$ cat config.mk
export PLATFORM = sky130hd
export DESIGN_NAME = line_buffer_ctrl_flat
export DESIGN_NICKNAME = d
export VERILOG_FILES = /design/src/rtl/line_buffer_ctrl_pkg.sv /design/src/rtl/line_buffer_ctrl_if.sv /design/src/rtl/line_buffer_ctrl_raster_counter.sv /design/src/rtl/line_buffer_ctrl.sv /design/src/flat_wrapper.sv
export SDC_FILE = /design/constraint.sdc
export NUM_CORES = 1
export LEC_CHECK = 0
export ABC_AREA = 1
export ABC_CLOCK_PERIOD_IN_PS = 1800
export CAP_MARGIN = 20
export CORE_AREA = 2 2 72 74
export DETAILED_ROUTE_END_ITERATION = 10
export DIE_AREA = 0 0 74 76
export PLACE_DENSITY = 0.79
export SYNTH_ARGS = -nofsm -noshare
export SYNTH_HDL_FRONTEND = slang
export SYNTH_SLANG_ARGS = --single-unit
export TNS_END_PERCENT = 30
$ cat constraint.sdc
create_clock -name clk -period 1.8 [get_ports clk]
set_input_delay 0.36 -clock clk [delete_from_list [all_inputs] [get_ports clk]]
set_output_delay 0.36 -clock clk [all_outputs]
set_load 0.01 [all_outputs]
$ cat src/rtl/line_buffer_ctrl_pkg.sv
// Shared definitions for the 3x3 edge-kernel front end: sequencer states and
// default frame geometry used by the line buffers, kernel and this controller.
package line_buffer_ctrl_pkg;

    typedef enum logic [1:0] {
        ST_IDLE = 2'd0,
        ST_FILL = 2'd1,
        ST_RUN  = 2'd2
    } lb_state_e;

    localparam int LINE_LEN_DEF   = 78;
    localparam int ADDR_W_DEF     = 7;
    localparam int FRAME_ROWS_DEF = 60;
    localparam int ROW_W_DEF      = 6;
    localparam int DATA_W_DEF     = 32;

    // Rows that must be loaded before the first full 3x3 window exists.
    localparam int FILL_ROWS = 2;

endpackage

$ cat src/rtl/line_buffer_ctrl_if.sv
// Raster pixel stream with valid/ready handshake between the upstream source
// and the line-buffer controller.
interface line_buffer_ctrl_if #(
    parameter int DATA_W = 32
);
    logic              pix_valid;
    logic [DATA_W-1:0] pix_data;
    logic              pix_ready;

    modport master (output pix_valid, output pix_data, input pix_ready);
    modport slave  (input pix_valid, input pix_data, output pix_ready);
endinterface

$ cat src/rtl/line_buffer_ctrl_raster_counter.sv
// Column/row raster position counter; advances once per accepted pixel and
// wraps both coordinates at the end of a frame.
module line_buffer_ctrl_raster_counter #(
    parameter int LINE_LEN   = 78,
    parameter int FRAME_ROWS = 60,
    parameter int ADDR_W     = 7,
    parameter int ROW_W      = 6
) (
    input  logic              clk,
    input  logic              rst,
    input  logic              advance,
    output logic [ADDR_W-1:0] col,
    output logic [ROW_W-1:0]  row,
    output logic              last_col,
    output logic              last_pix
);

    logic [ADDR_W-1:0] col_q, col_d;
    logic [ROW_W-1:0]  row_q, row_d;

    assign last_col = (col_q == ADDR_W'(LINE_LEN - 1));
    assign last_pix = last_col && (row_q == ROW_W'(FRAME_ROWS - 1));
    assign col      = col_q;
    assign row      = row_q;

    always_comb begin
        col_d = col_q;
        row_d = row_q;
        if (advance) begin
            if (last_col) begin
                col_d = '0;
                row_d = last_pix ? '0 : row_q + ROW_W'(1);
            end else begin
                col_d = col_q + ADDR_W'(1);
            end
        end
    end

    always_ff @(posedge clk) begin
        if (rst) begin
            col_q <= '0;
            row_q <= '0;
        end else begin
            col_q <= col_d;
            row_q <= row_d;
        end
    end

endmodule

$ cat src/rtl/line_buffer_ctrl.sv
// Sequencer for the two cascaded line buffers feeding the 3x3 edge kernel:
// write strobe/address generation, window-valid tracking and frame markers.
module line_buffer_ctrl
    import line_buffer_ctrl_pkg::*;
#(
    parameter int LINE_LEN   = LINE_LEN_DEF,
    parameter int ADDR_W     = ADDR_W_DEF,
    parameter int FRAME_ROWS = FRAME_ROWS_DEF,
    parameter int ROW_W      = ROW_W_DEF,
    parameter int DATA_W     = DATA_W_DEF
) (
    input  logic                clk,
    input  logic                rst,
    input  logic                start,
    line_buffer_ctrl_if.slave   pix,
    input  logic                lb_ready,
    output logic                lb_write_en,
    output logic [ADDR_W-1:0]   lb_wr_addr,
    output logic [DATA_W-1:0]   lb_wr_data,
    output logic                win_valid,
    output logic [ADDR_W-1:0]   win_col,
    output logic [ROW_W-1:0]    win_row,
    output logic                sof,
    output logic                frame_done
);

    lb_state_e         state_q, state_d;
    logic              accept, win_hit;
    logic [ADDR_W-1:0] col;
    logic [ROW_W-1:0]  row;
    logic              last_col, last_pix;

    logic              win_valid_q, win_valid_d;
    logic [ADDR_W-1:0] win_col_q, win_col_d;
    logic [ROW_W-1:0]  win_row_q, win_row_d;
    logic              sof_q, sof_d;
    logic              frame_done_q, frame_done_d;

    assign pix.pix_ready = (state_q != ST_IDLE) && lb_ready;
    assign accept        = pix.pix_valid && pix.pix_ready;
    assign lb_write_en   = accept;
    assign lb_wr_addr    = col;
    assign lb_wr_data    = pix.pix_data;

    line_buffer_ctrl_raster_counter #(
        .LINE_LEN   (LINE_LEN),
        .FRAME_ROWS (FRAME_ROWS),
        .ADDR_W     (ADDR_W),
        .ROW_W      (ROW_W)
    ) u_raster (
        .clk      (clk),
        .rst      (rst),
        .advance  (accept),
        .col      (col),
        .row      (row),
        .last_col (last_col),
        .last_pix (last_pix)
    );

    // Border columns 0..1 and the first two rows never complete a window.
    assign win_hit = accept && (row >= ROW_W'(FILL_ROWS)) && (col >= ADDR_W'(2));

    always_comb begin
        state_d = state_q;
        unique case (state_q)
            ST_IDLE: if (start) state_d = ST_FILL;
            ST_FILL: begin
                if (accept && last_pix)
                    state_d = ST_IDLE;
                else if (accept && last_col && row == ROW_W'(FILL_ROWS - 1))
                    state_d = ST_RUN;
            end
            ST_RUN:  if (accept && last_pix) state_d = ST_IDLE;
            default: state_d = ST_IDLE;
        endcase
    end

    always_comb begin
        win_valid_d  = win_hit;
        win_col_d    = win_col_q;
        win_row_d    = win_row_q;
        sof_d        = win_hit && (row == ROW_W'(FILL_ROWS)) && (col == ADDR_W'(2));
        frame_done_d = accept && last_pix;
        if (win_hit) begin
            win_col_d = col - ADDR_W'(1);
            win_row_d = row - ROW_W'(1);
        end
    end

    always_ff @(posedge clk) begin
        if (rst) begin
            state_q      <= ST_IDLE;
            win_valid_q  <= 1'b0;
            win_col_q    <= '0;
            win_row_q    <= '0;
            sof_q        <= 1'b0;
            frame_done_q <= 1'b0;
        end else begin
            state_q      <= state_d;
            win_valid_q  <= win_valid_d;
            win_col_q    <= win_col_d;
            win_row_q    <= win_row_d;
            sof_q        <= sof_d;
            frame_done_q <= frame_done_d;
        end
    end

    assign win_valid  = win_valid_q;
    assign win_col    = win_col_q;
    assign win_row    = win_row_q;
    assign sof        = sof_q;
    assign frame_done = frame_done_q;

endmodule

$ cat src/flat_wrapper.sv
// flat-port wrapper written by rule: the top's interface ports become plain ports
module line_buffer_ctrl_flat import line_buffer_ctrl_pkg::*;
#(
    parameter int LINE_LEN   = LINE_LEN_DEF,
    parameter int ADDR_W     = ADDR_W_DEF,
    parameter int FRAME_ROWS = FRAME_ROWS_DEF,
    parameter int ROW_W      = ROW_W_DEF,
    parameter int DATA_W     = DATA_W_DEF
)
  (clk, rst, start, lb_ready, lb_write_en, lb_wr_addr, lb_wr_data, win_valid, win_col, win_row, sof, frame_done, pix_pix_valid, pix_pix_data, pix_pix_ready);
  line_buffer_ctrl_if #(.DATA_W(DATA_W)) pix_i ();
  input  logic clk;
  input  logic rst;
  input  logic start;
  input  logic lb_ready;
  output logic lb_write_en;
  output logic [ADDR_W-1:0] lb_wr_addr;
  output logic [DATA_W-1:0] lb_wr_data;
  output logic win_valid;
  output logic [ADDR_W-1:0] win_col;
  output logic [ROW_W-1:0] win_row;
  output logic sof;
  output logic frame_done;
  input wire logic [$bits(pix_i.pix_valid)-1:0] pix_pix_valid;
  input wire logic [$bits(pix_i.pix_data)-1:0] pix_pix_data;
  output wire logic [$bits(pix_i.pix_ready)-1:0] pix_pix_ready;
  assign pix_i.pix_valid = pix_pix_valid;
  assign pix_i.pix_data = pix_pix_data;
  assign pix_pix_ready = pix_i.pix_ready;
  line_buffer_ctrl #(.LINE_LEN(LINE_LEN), .ADDR_W(ADDR_W), .FRAME_ROWS(FRAME_ROWS), .ROW_W(ROW_W), .DATA_W(DATA_W)) u_core (.clk(clk), .rst(rst), .start(start), .pix(pix_i), .lb_ready(lb_ready), .lb_write_en(lb_write_en), .lb_wr_addr(lb_wr_addr), .lb_wr_data(lb_wr_data), .win_valid(win_valid), .win_col(win_col), .win_row(win_row), .sof(sof), .frame_done(frame_done));
endmodule
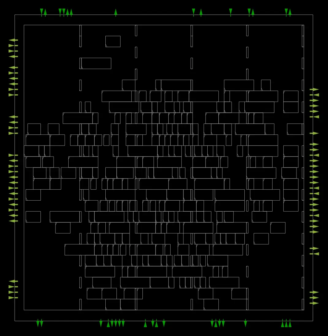
*Placed standard cells, run 1*
# Taps: 70
fin cells: 335
Core ar.: 4910 µm²

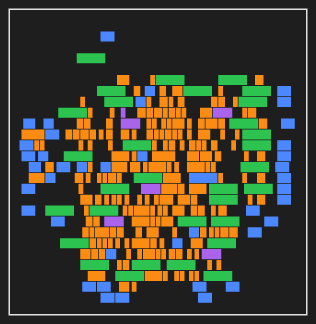
*Cells colored by class, run 1*
Scale: 4 px per µm.
[orange] all other logic | cells: 187 | share of their area: 49%
[blue] other buffers and delay cells | cells: 41 | share of their area: 18%
[purple] clock drivers and dummy loads | cells: 6 | share of their area: 3.4%
[green] flip-flops | cells: 31 | share of their area: 29%

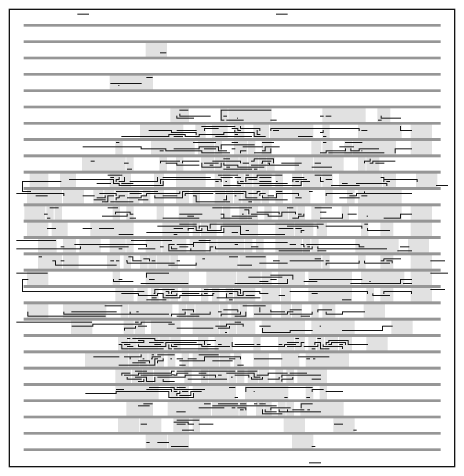
*The metal 1 layer, run 1*
Scale: 6 px per µm. Supply wires on this layer in gray.
longest straight run: 20.2 µm
wire length on this layer: 1,660 µm
share of all routed wire: 47%
nets with wire on the layer: 246
main direction: horizontal

## run 1: what timing repair did
| action | in CTS | in global routing |
|---|---|---|
| setup endpoints to repair | 2 | 1 |
| hold buffers | 0 | 0 |
| pin swaps | 0 | 0 |
| resized | 2 | 1 |
| cloned | 0 | 0 |
## run 1: worst max-delay path, cell delays in order
cell             delay (ns)
clkdlybuf4s50_1        0.47
inv_2                  0.06
nor3_4                 0.18
dlygate4sd2_1          0.28
## run 1: per-layer routing
metal	global-route usage (%)	share of wire (%)	up-vias
met5	0	0	-
met4	6.91	2.2	0
met3	3.84	6.5	9
met2	21.5	45	43
met1	17.5	47	665
li1	-	-	798
## run 1: report_power, final
part	internal (W)	switching, W
Sequential	0.000690	0.00000498
Combinational	0.0000417	0.0000523
Clock	0.000257	0.000229
Total	0.000989	0.000286
==> reports/metrics.yaml, run 1 <==
die:
  fp_util_pct: 39.4
  dieHeight_um: 76
  fp.dieW_um: 74
  chipArea_um2: 5620
placed_design:
  preCtsSetupSlack_ns: -0.181
  placed_area_um2: 2120
  gp_congestion: 0.831
  port_buffers: 29
final_timing:
  slew_violations: 0
  fin_skew_ns: 0.00708
  rsz0062_at_grt: "no"
  holdWs_ns: 0.484
  fmax_mhz: 586
  tns_ns: 0
  finalHoldViolCount: 0
  period_used_pct: 94.9
  min_period_ns: 1.71
  slew_headroom_pct: 80.7
clock_network:
  numCtsBuffers: 5
  cts_root_buffer: "clkbuf_8"
  worst_skew_pair.late_latency_ns: 0.28
worst_setup_path:
  crit_arrival_ns: 1.35
  worstSetupPathType: "in2out"
  cp-endpoint: "lb_write_en"
  cp.required_ns: 1.44
  crit_start: "lb_ready"
finish:
  most-common-layout-cells: "34 x nand2_1, 34 x nor2_1, 31 x dfxtp_1, 27 x clkdlybuf4s50_1, 22 x inv_1"
  clkbuf_count: 6
  clk_share_pct: 3.30
  area_growth_pct: 13.6
  buf_share_pct: 17.8
  final-comb-area_um2: 921
  inverters: 27
  n_all_buffers: 41
  drive_above_1_share_pct: 17.0
  antenna_cells: 0
  nFillCells: 502
  largestClassByArea: "combinational gates"
logic_synthesis:
  yosys-top-cells-area: "dfxtp_1 32%, buf_4 13%, nand2_1 6.6%"
  ys_seq_share_pct: 32.1
  synth.logic.top_family: "simple AND/OR/NAND/NOR gates"
  async_flop_share_pct: 0
  ys_sh_xor_pct: 5.43
  synth_cells: 256
  edf_count: 0
  ys_sh_aoi_pct: 7.05
  syn_avg_cell_area_um2: 7.56
  synth.net_count: 301
  yosys.area.top_type: "dfxtp_1"
  simple_gate_share_pct: 29.7
  ys_cells: 256
  netlist_top_cells_count: "34 x nand2_1, 34 x nor2_1, 33 x buf_4"
  netlist_area_um2: 1930
power:
  ir_drop_mv: 0.231
run:
  warnings: 32
  cap_violations: 0
min_path:
  hold_class: "reg2reg"
  hold_depth: 2
  hold_path_end: "u_core.win_col[0]"
  hold_path_startpoint: "u_core.win_col[0]"
outcome:
  status: "complete, no violations"
drt:
  vias: 1515
  dr.pass1.iters: 7
  wirelength_um: 3550
  drt_iter0_markers: 51
global_route:
  grt_pass1_vias: 1453
  grt_max_degree: 16
### Wires at chosen ports, followed through buffers, run 1

Scale: 4 px per µm.
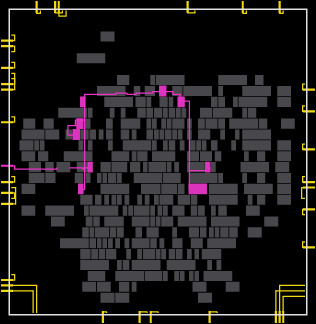

==> run 2: changes to the inputs <==
--- a/config.mk
+++ b/config.mk
@@ -8,10 +8,12 @@
 export ABC_AREA = 1
 export ABC_CLOCK_PERIOD_IN_PS = 1800
 export CAP_MARGIN = 20
-export CORE_AREA = 2 2 72 74
+export CELL_PAD_IN_SITES_DETAIL_PLACEMENT = 0
+export CELL_PAD_IN_SITES_GLOBAL_PLACEMENT = 1
+export CORE_AREA = 2 2 87 89
 export DETAILED_ROUTE_END_ITERATION = 10
-export DIE_AREA = 0 0 74 76
-export PLACE_DENSITY = 0.79
+export DIE_AREA = 0 0 89 91
+export PLACE_DENSITY_LB_ADDON = 0.1
 export SYNTH_ARGS = -nofsm -noshare
 export SYNTH_HDL_FRONTEND = slang
 export SYNTH_SLANG_ARGS = --single-unit
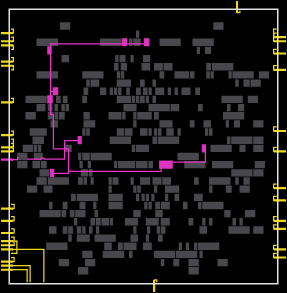
*Wires at chosen ports, followed through buffers, run 2*
Scale: 3 px per µm.
[yellow] `pix_pix_data` | bits: 32 | direction: input | end cells: 0 | buffers: 0 | wire: 141 µm
[magenta] `rst` | bits: 1 | direction: input | end cells: 9 | buffers: 2 | wire: 169 µm

==> run 2 against run 1 <==
Net effect:
- hold slack got worse by 0.0054 ns
- non-clock buffer count increased by 6
- synthesized cell count unchanged
- area after synthesis unchanged
==> reports/metrics.yaml, run 2 <==
drt:
  route.met2.wl_um: 1730
  dr.pass1.iters: 4
  met3_length_um: 284
  wirelength_um: 4220
  highest-signal-layer: "met4"
finish:
  finalNonFillerCells: 372
  drive_above_1_share_pct: 19.4
  most-common-layout-cells: "34 x nand2_1, 34 x nor2_1, 31 x dfxtp_1, 27 x clkdlybuf4s50_1, 22 x inv_1"
  area_growth_pct: 19.7
power:
  switching_power_w: 0.000324
  pwr-share-comb_pct: 7.0
  power_frac_seq_pct: 49.3
  pwr-share-clk_pct: 43.7
logic_synthesis:
  ys_sh_aoi_pct: 7.05
  netlist_top_cells_count: "34 x nand2_1, 34 x nor2_1, 33 x buf_4"
  ys_cells: 256
  ys_sh_xor_pct: 5.43
  syn_avg_cell_area_um2: 7.56
  ys_seq_share_pct: 32.1
  netlist_area_um2: 1930
  yosys.area.top_type: "dfxtp_1"
  edf_count: 0
  synth_cells: 256
  synth.logic.top_family: "simple AND/OR/NAND/NOR gates"
worst_setup_path:
  worstSetupPathType: "reg2out"
  critPathSlowestCell: "clkdlybuf4s50_1"
  cpLargestDelayFamily: "buffers and inverters"
  critPathMaxStageDelay_ns: 0.60
  cp_num_cells: 1
final_timing:
  rsz0062_at_grt: "no"
  holdWs_ns: 0.479
  slew_violations: 0
  min_period_ns: 1.73
  finalHoldViolCount: 0
  slew_headroom_pct: 79.6
outcome:
  status: "complete, no violations"
min_path:
  hold_class: "reg2reg"
  hold_depth: 2
clock_network:
  cts_resized: 2
  worst_skew_pair.late_latency_ns: 0.28
  cts_hold_buffers: 0
placed_design:
  port_buffers: 29
  preCtsSetupSlack_ns: -0.195
die:
  fp_util_pct: 27.1
  dieHeight_um: 91
  fp.dieW_um: 89
  chipArea_um2: 8100
global_route:
  grt_pass1_vias: 1459
  grt_max_degree: 14
  grt_use_met2_pct: 15.5
run:
  cap_violations: 0
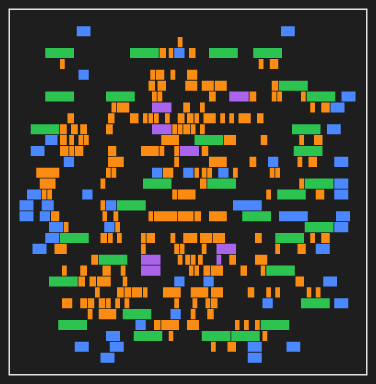
*Cells colored by class, run 2*
Scale: 4 px per µm.
[orange] all other logic | cells: 187 | share of their area: 47%
[blue] other buffers and delay cells | cells: 47 | share of their area: 20%
[green] flip-flops | cells: 31 | share of their area: 28%
[purple] clock drivers and dummy loads | cells: 8 | share of their area: 4.6%

## run 2: cell counts after synthesis
No cell type changed its count.
## run 2: layout make-up
| class | instances | area [µm²] |
|---|---|---|
| clock buffer | 8 | 100 |
| timing repair buffer | 47 | 448 |
| fill | 850 | 4820 |
| tap | 99 | 124 |
| sequential | 31 | 621 |
| inverter | 27 | 106 |
| multi-input combinational | 160 | 916 |
## run 2: path summary, 6_finish.rpt
check                         start                     end  slack (ns)
max reg2reg  u_core.u_raster.col[1]  u_core.u_raster.row[1]        0.22
min               u_core.win_col[1]       u_core.win_col[1]        0.48
max          u_core.u_raster.col[3]           lb_wr_addr[3]        0.07
min reg2reg       u_core.win_col[1]       u_core.win_col[1]        0.48
### Placed standard cells, run 2

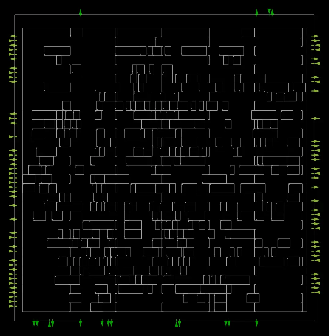

==> run 3: changes to the inputs <==
--- a/config.mk
+++ b/config.mk
@@ -10,9 +10,9 @@
 export CAP_MARGIN = 20
 export CELL_PAD_IN_SITES_DETAIL_PLACEMENT = 0
 export CELL_PAD_IN_SITES_GLOBAL_PLACEMENT = 1
-export CORE_AREA = 2 2 87 89
+export CORE_AREA = 2 2 96 80
 export DETAILED_ROUTE_END_ITERATION = 10
-export DIE_AREA = 0 0 89 91
+export DIE_AREA = 0 0 98 82
 export PLACE_DENSITY_LB_ADDON = 0.1
 export SYNTH_ARGS = -nofsm -noshare
 export SYNTH_HDL_FRONTEND = slang
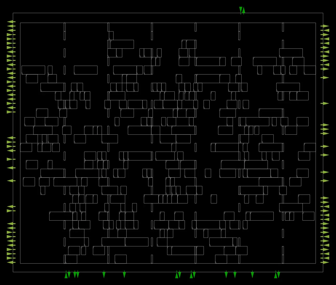
*Placed standard cells, run 3*
flop count: 31
fill cell count: 777
# Taps: 90

==> run 3 against run 2 <==
Net effect:
- combinational power grew 1%
- global-route usage grew 0.23 points
- clock power shrank 9.0%
- core utilization is essentially flat
- die area shrank 0.78%
- first-iteration DRC count shrank 24%
- sequential share of layout area grew 0.10 points
- wire length grew 2.2%
- clock-buffer cell count shrank 2
- register-to-register slack is essentially flat
- non-clock buffer count grew 2
==> reports/metrics.yaml, run 3 <==
final_timing:
  tns_ns: 0
  min_period_ns: 1.72
  fmax_mhz: 582
  holdWs_ns: 0.479
  period_used_pct: 95.4
  slew_headroom_pct: 81.3
  fin_skew_ns: 0.00464
finish:
  seq_area_um2: 621
  seq_share_pct: 26.9
  area_growth_pct: 19.2
  clk_share_pct: 3.80
  antenna_cells: 0
  inverters: 27
  buf_share_pct: 20.1
  num-multi-input-gates: 160
  comb_area_share_pct: 39.7
  clkbuf_count: 6
  finalNonFillerCells: 364
global_route:
  grt_pass1_vias: 1493
  grt_max_degree: 14
worst_setup_path:
  critPathMaxStageDelay_ns: 0.47
  crit_chain: "clkdlybuf4s50_1, inv_2, nor3_4, dlygate4sd2_1"
  crit_arrival_ns: 1.36
  worstSetupPathType: "in2out"
  cp.required_ns: 1.44
power:
  switching_power_w: 0.000319
  p_sw_share_pct: 23.6
  top_power_group: "registers"
  pwr-share-comb_pct: 7.4
  cell_internal_pwr_w: 0.00103
drt:
  highest-signal-layer: "met4"
  dr.pass1.iters: 4
  met3_length_um: 255
  route.met2.wl_um: 1620
  wirelength_um: 4320
  wl_met1_um: 2420
  drt_iter0_markers: 42
logic_synthesis:
  simple_gate_share_pct: 29.7
  synth_cells: 256
  edf_count: 0
  yosys-top-cells-area: "dfxtp_1 32%, buf_4 13%, nand2_1 6.6%"
  synth.net_count: 301
  synth.logic.top_family: "simple AND/OR/NAND/NOR gates"
  syn_avg_cell_area_um2: 7.56
placed_design:
  port_buffers: 29
  placed_area_um2: 2220
clock_network:
  worst_skew_pair.late_latency_ns: 0.28
  cts_hold_buffers: 0
  cts_root_buffer: "clkbuf_8"
  cts_resized: 2
min_path:
  hold_class: "reg2reg"
  hold_path_end: "u_core.win_col[1]"
die:
  dieHeight_um: 82
  fp_util_pct: 27.2
  chipArea_um2: 8040
run:
  cap_violations: 0
outcome:
  status: "complete, no violations"
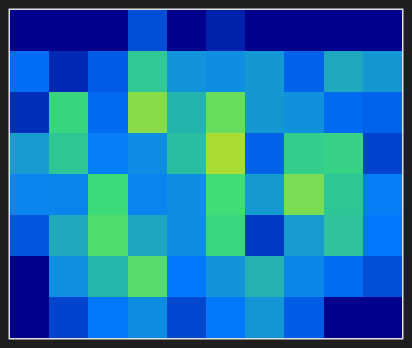
*Local utilization, run 3*
Scale: 4 px per µm. The die is cut into 10 by 8 equal tiles; dark blue is low, red is high, 0 to 100% covered.
mean over tiles: 27%
fullest tile: 64%
densest ninth of the die: center

## run 3: cell counts after synthesis
Identical to the previous run, type by type.
## run 3: worst max-delay path by stage
stage	startpoint	end	slack, ns	cells after the start
after global placement	lb_ready	lb_write_en	-0.19	4
after floorplan	u_core.u_raster.col[0]	u_core.win_col[5]	0.33	9
after global routing	u_core.u_raster.col[0]	lb_wr_addr[0]	0.01	2
after detailed placement	lb_ready	lb_write_en	-0.20	4
after CTS	u_core.u_raster.col[3]	lb_wr_addr[3]	0.06	1
final	lb_ready	lb_write_en	0.08	4
## run 3: critical path: cells and delay by family
kind / cells / cell delay, ns
buffers and inverters: 3 / 0.82
AND/OR/NAND/NOR: 1 / 0.18
Power is estimated from default activity; no workload was simulated.
